<file path="config.mk">
export PLATFORM = sky130hd
export DESIGN_NAME = pwm_deadtime_inserter_flat
export DESIGN_NICKNAME = d
export VERILOG_FILES = /design/src/rtl/pwm_deadtime_inserter_if.sv /design/src/rtl/pwm_deadtime_inserter.sv /design/src/flat_wrapper.sv
export SDC_FILE = /design/constraint.sdc
export NUM_CORES = 1
export LEC_CHECK = 0
export CORE_ASPECT_RATIO = 1.4
export CORE_MARGIN = 4
export CORE_UTILIZATION = 45
export CTS_CLUSTER_DIAMETER = 30
export CTS_CLUSTER_SIZE = 24
export DETAILED_ROUTE_END_ITERATION = 7
export GPL_TIMING_DRIVEN = 0
export PLACE_DENSITY = 0.7
export SETUP_SLACK_MARGIN = 0.5
export SLEW_MARGIN = 20
export SYNTH_ARGS = -nofsm -noshare
export SYNTH_HDL_FRONTEND = slang
export SYNTH_SLANG_ARGS = --single-unit
</file>
<file path="constraint.sdc">
create_clock -name clk -period 2.8 [get_ports clk]
set_input_delay 0.42 -clock clk [delete_from_list [all_inputs] [get_ports clk]]
set_output_delay 0.42 -clock clk [all_outputs]
set_load 0.03 [all_outputs]
</file>
<file path="src/rtl/pwm_deadtime_inserter_if.sv">
// Bundles the dead-time inserter's PWM input, control inputs and gate-drive outputs.
// The master modport is the driving side; the slave modport is the inserter itself.
interface pwm_deadtime_inserter_if #(
  parameter int unsigned DT_WIDTH = 8
);
  logic                pwm_in;
  logic                enable;
  logic [DT_WIDTH-1:0] dead_time;
  logic                fault_in;
  logic                fault_clr;
  logic                out_hi;
  logic                out_lo;
  logic                dt_active;
  logic                fault_flag;

  modport master (
    output pwm_in, enable, dead_time, fault_in, fault_clr,
    input  out_hi, out_lo, dt_active, fault_flag
  );

  modport slave (
    input  pwm_in, enable, dead_time, fault_in, fault_clr,
    output out_hi, out_lo, dt_active, fault_flag
  );
endinterface

</file>
<file path="src/rtl/pwm_deadtime_inserter.sv">
// Splits a single-ended PWM into a complementary high/low gate-drive pair.
// A programmable dead band is inserted at each transition, and a latched fault forces both sides off.
module pwm_deadtime_inserter #(
  parameter int unsigned DT_WIDTH = 8
) (
  input  logic                   clk,
  input  logic                   rst,
  pwm_deadtime_inserter_if.slave bus
);
  localparam int unsigned ST_W = 3;

  localparam logic [ST_W-1:0] IDLE    = 3'd0;
  localparam logic [ST_W-1:0] LO_ON   = 3'd1;
  localparam logic [ST_W-1:0] DT_RISE = 3'd2;
  localparam logic [ST_W-1:0] HI_ON   = 3'd3;
  localparam logic [ST_W-1:0] DT_FALL = 3'd4;
  localparam logic [ST_W-1:0] FAULT   = 3'd5;

  logic [ST_W-1:0]     state;
  logic [ST_W-1:0]     state_nxt;
  logic [DT_WIDTH-1:0] cnt;
  logic [DT_WIDTH-1:0] cnt_nxt;
  logic [DT_WIDTH-1:0] cnt_load;

  // A dead time of 0 behaves as 1, so the band is always at least one cycle long.
  assign cnt_load = (bus.dead_time == '0) ? '0 : DT_WIDTH'(bus.dead_time - DT_WIDTH'(1));

  // Next state: fault first, then enable, then normal PWM following.
  always_comb begin
    state_nxt = state;
    cnt_nxt   = cnt;
    if (bus.fault_in) begin
      state_nxt = FAULT;
    end else if (state == FAULT) begin
      if (bus.fault_clr) state_nxt = IDLE;
    end else if (!bus.enable) begin
      state_nxt = IDLE;
    end else begin
      case (state)
        IDLE:    state_nxt = bus.pwm_in ? HI_ON : LO_ON;
        LO_ON: begin
          if (bus.pwm_in) begin
            state_nxt = DT_RISE;
            cnt_nxt   = cnt_load;
          end
        end
        HI_ON: begin
          if (!bus.pwm_in) begin
            state_nxt = DT_FALL;
            cnt_nxt   = cnt_load;
          end
        end
        DT_RISE: begin
          if (!bus.pwm_in)     state_nxt = LO_ON;
          else if (cnt == '0)  state_nxt = HI_ON;
          else                 cnt_nxt   = cnt - DT_WIDTH'(1);
        end
        DT_FALL: begin
          if (bus.pwm_in)      state_nxt = HI_ON;
          else if (cnt == '0)  state_nxt = LO_ON;
          else                 cnt_nxt   = cnt - DT_WIDTH'(1);
        end
        default: state_nxt = IDLE;
      endcase
    end
  end

  // Outputs are registered decodes of the next state, so they always match the state register.
  always_ff @(posedge clk or posedge rst) begin
    if (rst) begin
      state          <= IDLE;
      cnt            <= '0;
      bus.out_hi     <= 1'b0;
      bus.out_lo     <= 1'b0;
      bus.dt_active  <= 1'b0;
      bus.fault_flag <= 1'b0;
    end else begin
      state          <= state_nxt;
      cnt            <= cnt_nxt;
      bus.out_hi     <= (state_nxt == HI_ON);
      bus.out_lo     <= (state_nxt == LO_ON);
      bus.dt_active  <= (state_nxt == DT_RISE) || (state_nxt == DT_FALL);
      bus.fault_flag <= (state_nxt == FAULT);
    end
  end
endmodule

</file>
<file path="src/flat_wrapper.sv">
// flat-port wrapper written by rule: the top's interface ports become plain ports
module pwm_deadtime_inserter_flat 
#(
  parameter int unsigned DT_WIDTH = 8
)
  (clk, rst, bus_pwm_in, bus_enable, bus_dead_time, bus_fault_in, bus_fault_clr, bus_out_hi, bus_out_lo, bus_dt_active, bus_fault_flag);
  pwm_deadtime_inserter_if #(.DT_WIDTH(DT_WIDTH)) bus_i ();
  input  logic clk;
  input  logic rst;
  input wire logic [$bits(bus_i.pwm_in)-1:0] bus_pwm_in;
  input wire logic [$bits(bus_i.enable)-1:0] bus_enable;
  input wire logic [$bits(bus_i.dead_time)-1:0] bus_dead_time;
  input wire logic [$bits(bus_i.fault_in)-1:0] bus_fault_in;
  input wire logic [$bits(bus_i.fault_clr)-1:0] bus_fault_clr;
  output wire logic [$bits(bus_i.out_hi)-1:0] bus_out_hi;
  output wire logic [$bits(bus_i.out_lo)-1:0] bus_out_lo;
  output wire logic [$bits(bus_i.dt_active)-1:0] bus_dt_active;
  output wire logic [$bits(bus_i.fault_flag)-1:0] bus_fault_flag;
  assign bus_i.pwm_in = bus_pwm_in;
  assign bus_i.enable = bus_enable;
  assign bus_i.dead_time = bus_dead_time;
  assign bus_i.fault_in = bus_fault_in;
  assign bus_i.fault_clr = bus_fault_clr;
  assign bus_out_hi = bus_i.out_hi;
  assign bus_out_lo = bus_i.out_lo;
  assign bus_dt_active = bus_i.dt_active;
  assign bus_fault_flag = bus_i.fault_flag;
  pwm_deadtime_inserter #(.DT_WIDTH(DT_WIDTH)) u_core (.clk(clk), .rst(rst), .bus(bus_i));
endmodule
</file>
==> run_1/gates.png <==
Drawn at 8 px/um.
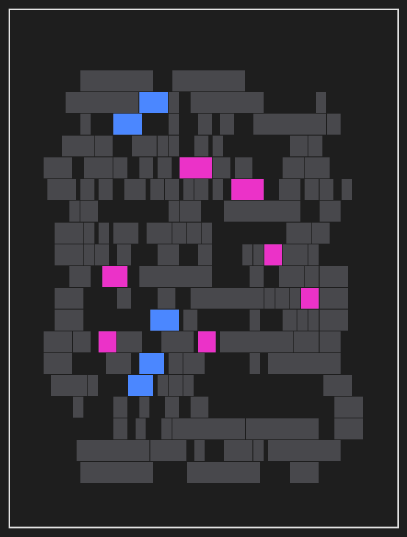
non-inverting ao/oa cells -> blue  # cells 5
and/or cells -> magenta  # cells 7, where center

==> run_1/port_trees.png <==
Drawn at 4 px/um.
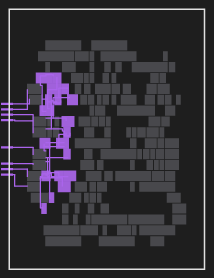
bus_dead_time -> purple  # bits 8, direction input, end cells 20, buffers 8, wire 192 um
IO Port Bufs: 16
# IOs: 18

==> run_1/pinout.png <==
Drawn at 8 px/um. Pins as bars across the die edge, other pins in gray.
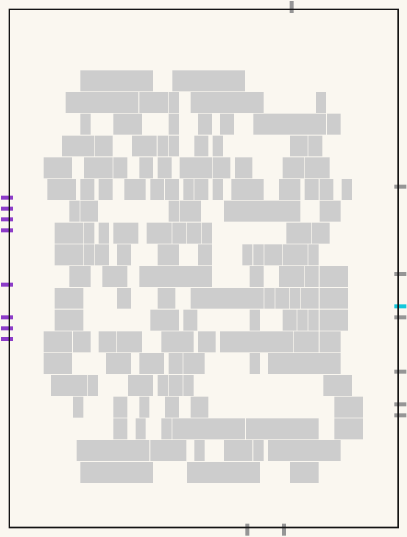
bus_enable -> cyan  # pins 1, direction input, edge right
bus_dead_time -> purple  # pins 8, direction input, edge left
all pins by edge = 8 left, 7 right, 2 bottom, 1 top
Die X-Extent: 48.4 um
Die H: 64.6 um

==> results.sh, run 1 <==
# yosys + openroad results
export IMPL_status="finished, final reports clean"
export IMPL_path_depth=8
export IMPL_via_per_inst=5.77
export IMPL_met3WireLength_um=79
export IMPL_final_cell_mix="16 x clkdlybuf4s50_1, 15 x dfrtp_1, 13 x nor2_1"
export IMPL_p_seq_share_pct=46.3
export IMPL_inverters=9
export IMPL_final_cells=164
export IMPL_hp_class="in -> async"
export IMPL_relSlewSlack_pct=60.7
export IMPL_ys_warn_count=0
export IMPL_area_delta_synth_final_pct=20.9
export IMPL_tool_warnings=26
export IMPL_num_vias=947
export IMPL_synthXorXnorAreaFrac_pct=3.40
export IMPL_ff_type="dfrtp_1"
export IMPL_powerClk_uw=124
export IMPL_layout_top_cell="clkdlybuf4s50_1"
export IMPL_adder_share_pct=2.43
export IMPL_path_buffers=2
export IMPL_rr_worst_depth=5
export IMPL_clkLatencyLatePin_ps=280
export IMPL_netSwitchingFraction_pct=38.9
export IMPL_finClkSkew_ps=2.08
export IMPL_seq_area_um2=375
export IMPL_routabilityCongestion=0.781
export IMPL_period_used_pct=77.8
export IMPL_rsz0062_at_grt="false"
export IMPL_cp_max_fo=4
export IMPL_p_comb_uw=275
export IMPL_nFillCells=216
export IMPL_chip_area_um2=3130
export IMPL_path_clk_slew_ps=90
export IMPL_hold_viol=0
export IMPL_synth_chip_area_um2=1030
export IMPL_nClkBuffers=3
export IMPL_antennaDiodeCount=0
==> inputs of run 2 (changes only) <==
--- a/config.mk
+++ b/config.mk
@@ -12,7 +12,7 @@
 export CTS_CLUSTER_SIZE = 24
 export DETAILED_ROUTE_END_ITERATION = 7
 export GPL_TIMING_DRIVEN = 0
-export PLACE_DENSITY = 0.7
+export PLACE_DENSITY = 0.72
 export SETUP_SLACK_MARGIN = 0.5
 export SLEW_MARGIN = 20
 export SYNTH_ARGS = -nofsm -noshare
==> constraint.sdc (replaced) <==
create_clock -name clk -period 1.9 [get_ports clk]
set_input_delay 0.285 -clock clk [delete_from_list [all_inputs] [get_ports clk]]
set_output_delay 0.285 -clock clk [all_outputs]
set_load 0.03 [all_outputs]
==> run_2/sizing.png <==
Drawn at 8 px/um.
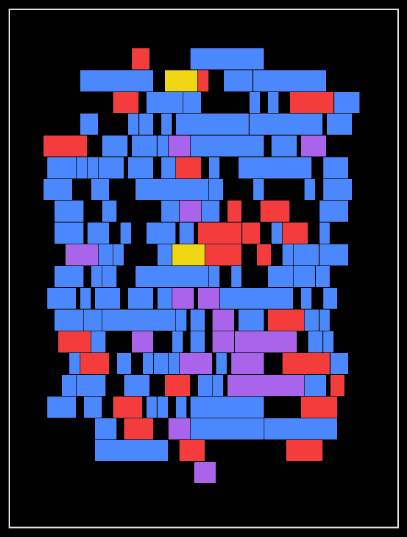
x6 and larger -> yellow  # cells 2, share 1.3%
x1 and smaller -> blue  # cells 108, share 72%
x3 and x4 -> purple  # cells 15, share 10%
x2 -> red  # cells 24, share 16%

==> run 2 against run 1 <==
The flow now finishes with violations (negative setup slack). Register-to-register slack got worse by 830 ps. Global-route usage is 3.6 points higher. Core utilization rose by 7.0 points. Via count increased by 11%. Flip-flop count did not move. Clock power up 54%. Clock-buffer cell count rose by 1. Largest power group is now combinational logic.
==> results.sh, run 2 <==
# yosys + openroad results
export IMPL_status="complete, but fails checks"
export IMPL_violations="negative setup slack"
export IMPL_tool_warnings=29
export IMPL_path_depth=6
export IMPL_final_cells=171
export IMPL_setup_violations=9
export IMPL_met3WireLength_um=133
export IMPL_ff_type="dfrtp_1"
export IMPL_worst_slack_ps=-91.3
export IMPL_rr_worst_depth=6
export IMPL_routabilityCongestion=0.793
export IMPL_synth_chip_area_um2=1030
export IMPL_powerClk_uw=191
export IMPL_nClkBuffers=4
export IMPL_num_vias=1053
export IMPL_synthXorXnorAreaFrac_pct=3.40
export IMPL_period_used_pct=105
export IMPL_p_comb_uw=567
export IMPL_io_buffers=16
export IMPL_nFillCells=202
export IMPL_hp_class="in -> async"
export IMPL_netSwitchingFraction_pct=40.9
export IMPL_chip_area_um2=3130
export IMPL_clkLatencyLatePin_ps=300
export IMPL_p_seq_share_pct=40.1
export IMPL_ys_warn_count=0
export IMPL_cp_max_fo=5
export IMPL_die_h_um=64.6
export IMPL_adder_share_pct=2.43
export IMPL_via_per_inst=6.16
export IMPL_final_cell_mix="15 x dfrtp_1, 13 x nor2_1, 12 x clkdlybuf4s50_1"
export IMPL_antennaDiodeCount=0
export IMPL_area_delta_synth_final_pct=35.6
export IMPL_path_buffers=1
export IMPL_layout_top_cell="dfrtp_1"
export IMPL_relSlewSlack_pct=57.6
==> inputs of run 3 (changes only) <==
--- a/config.mk
+++ b/config.mk
@@ -9,7 +9,7 @@
 export CORE_MARGIN = 4
 export CORE_UTILIZATION = 45
 export CTS_CLUSTER_DIAMETER = 30
-export CTS_CLUSTER_SIZE = 24
+export CTS_CLUSTER_SIZE = 28
 export DETAILED_ROUTE_END_ITERATION = 7
 export GPL_TIMING_DRIVEN = 0
 export PLACE_DENSITY = 0.72
==> run_3/sizing.png <==
Drawn at 8 px/um.
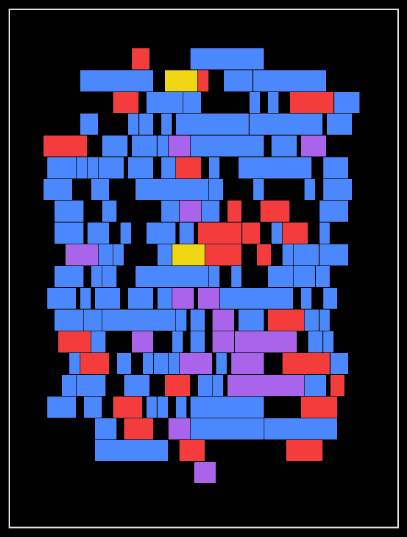
x1 and smaller -> blue  # cells 108, share 72%
x6 and larger -> yellow  # cells 2, share 1.3%
x2 -> red  # cells 24, share 16%
x3 and x4 -> purple  # cells 15, share 10%

==> run 3 against run 2 <==
The flow still finishes with violations (negative setup slack). Clock-buffer cell count is the same. Core utilization is the same. Sequential power is essentially flat. Non-clock buffer count is the same. Critical endpoint unchanged. Highest routed layer unchanged. Clock skew is the same. Synthesized area is the same. Hold slack is the same. Clock power is essentially flat. Largest cell class unchanged. Cell area is the same.
==> results.sh, run 3 <==
# yosys + openroad results
export IMPL_buffers_excl_clock=28
export IMPL_synthXorXnorAreaFrac_pct=3.40
export IMPL_synth_chip_area_um2=1030
export IMPL_powerClk_uw=191
export IMPL_nFillCells=202
export IMPL_period_used_pct=105
export IMPL_syn_area_per_cell_um2=8.44
export IMPL_critPathRequiredTime_ps=2130
export IMPL_layout_top_cell="dfrtp_1"
export IMPL_cp_max_fo=5
export IMPL_relSlewSlack_pct=57.6
export IMPL_met1_usage_pct=17.7
export IMPL_worst_slack_ps=-91.3
export IMPL_top_cells_by_count="15 x dfrtp_1, 13 x nor2_1, 11 x o21ai_0, 10 x nand2_1, 9 x inv_1"
export IMPL_netSwitchingFraction_pct=40.9
export IMPL_die_h_um=64.6
export IMPL_clkLatencyLatePin_ps=300
export IMPL_violations="negative setup slack"
export IMPL_num_vias=1053
export IMPL_utilization_pct=64.1
export IMPL_area_delta_synth_final_pct=35.6
export IMPL_hp_class="in -> async"
export IMPL_p_seq_share_pct=40.1
export IMPL_max_clock_freq_mhz=502
export IMPL_r2r_start="u_core.cnt[5]"
export IMPL_tool_warnings=29
export IMPL_io_buffers=16
export IMPL_status="complete, but fails checks"
export IMPL_met3WireLength_um=133
export IMPL_ff_type="dfrtp_1"
export IMPL_antenna_found_initial=0
export IMPL_nClkBuffers=4
export IMPL_p_comb_uw=567
export IMPL_chip_area_um2=3130
export IMPL_via_per_inst=6.16
export IMPL_ys_warn_count=0
export IMPL_adder_share_pct=2.43
export IMPL_path_depth=6
export IMPL_path_buffers=1
export IMPL_setup_violations=9
export IMPL_final_cells=171
export IMPL_routabilityCongestion=0.793
export IMPL_synth_cellmix_compoundShare_pct=22.6
export IMPL_synth_simple_gate_area_share_pct=26.5
Power and IR drop assume default switching activity.
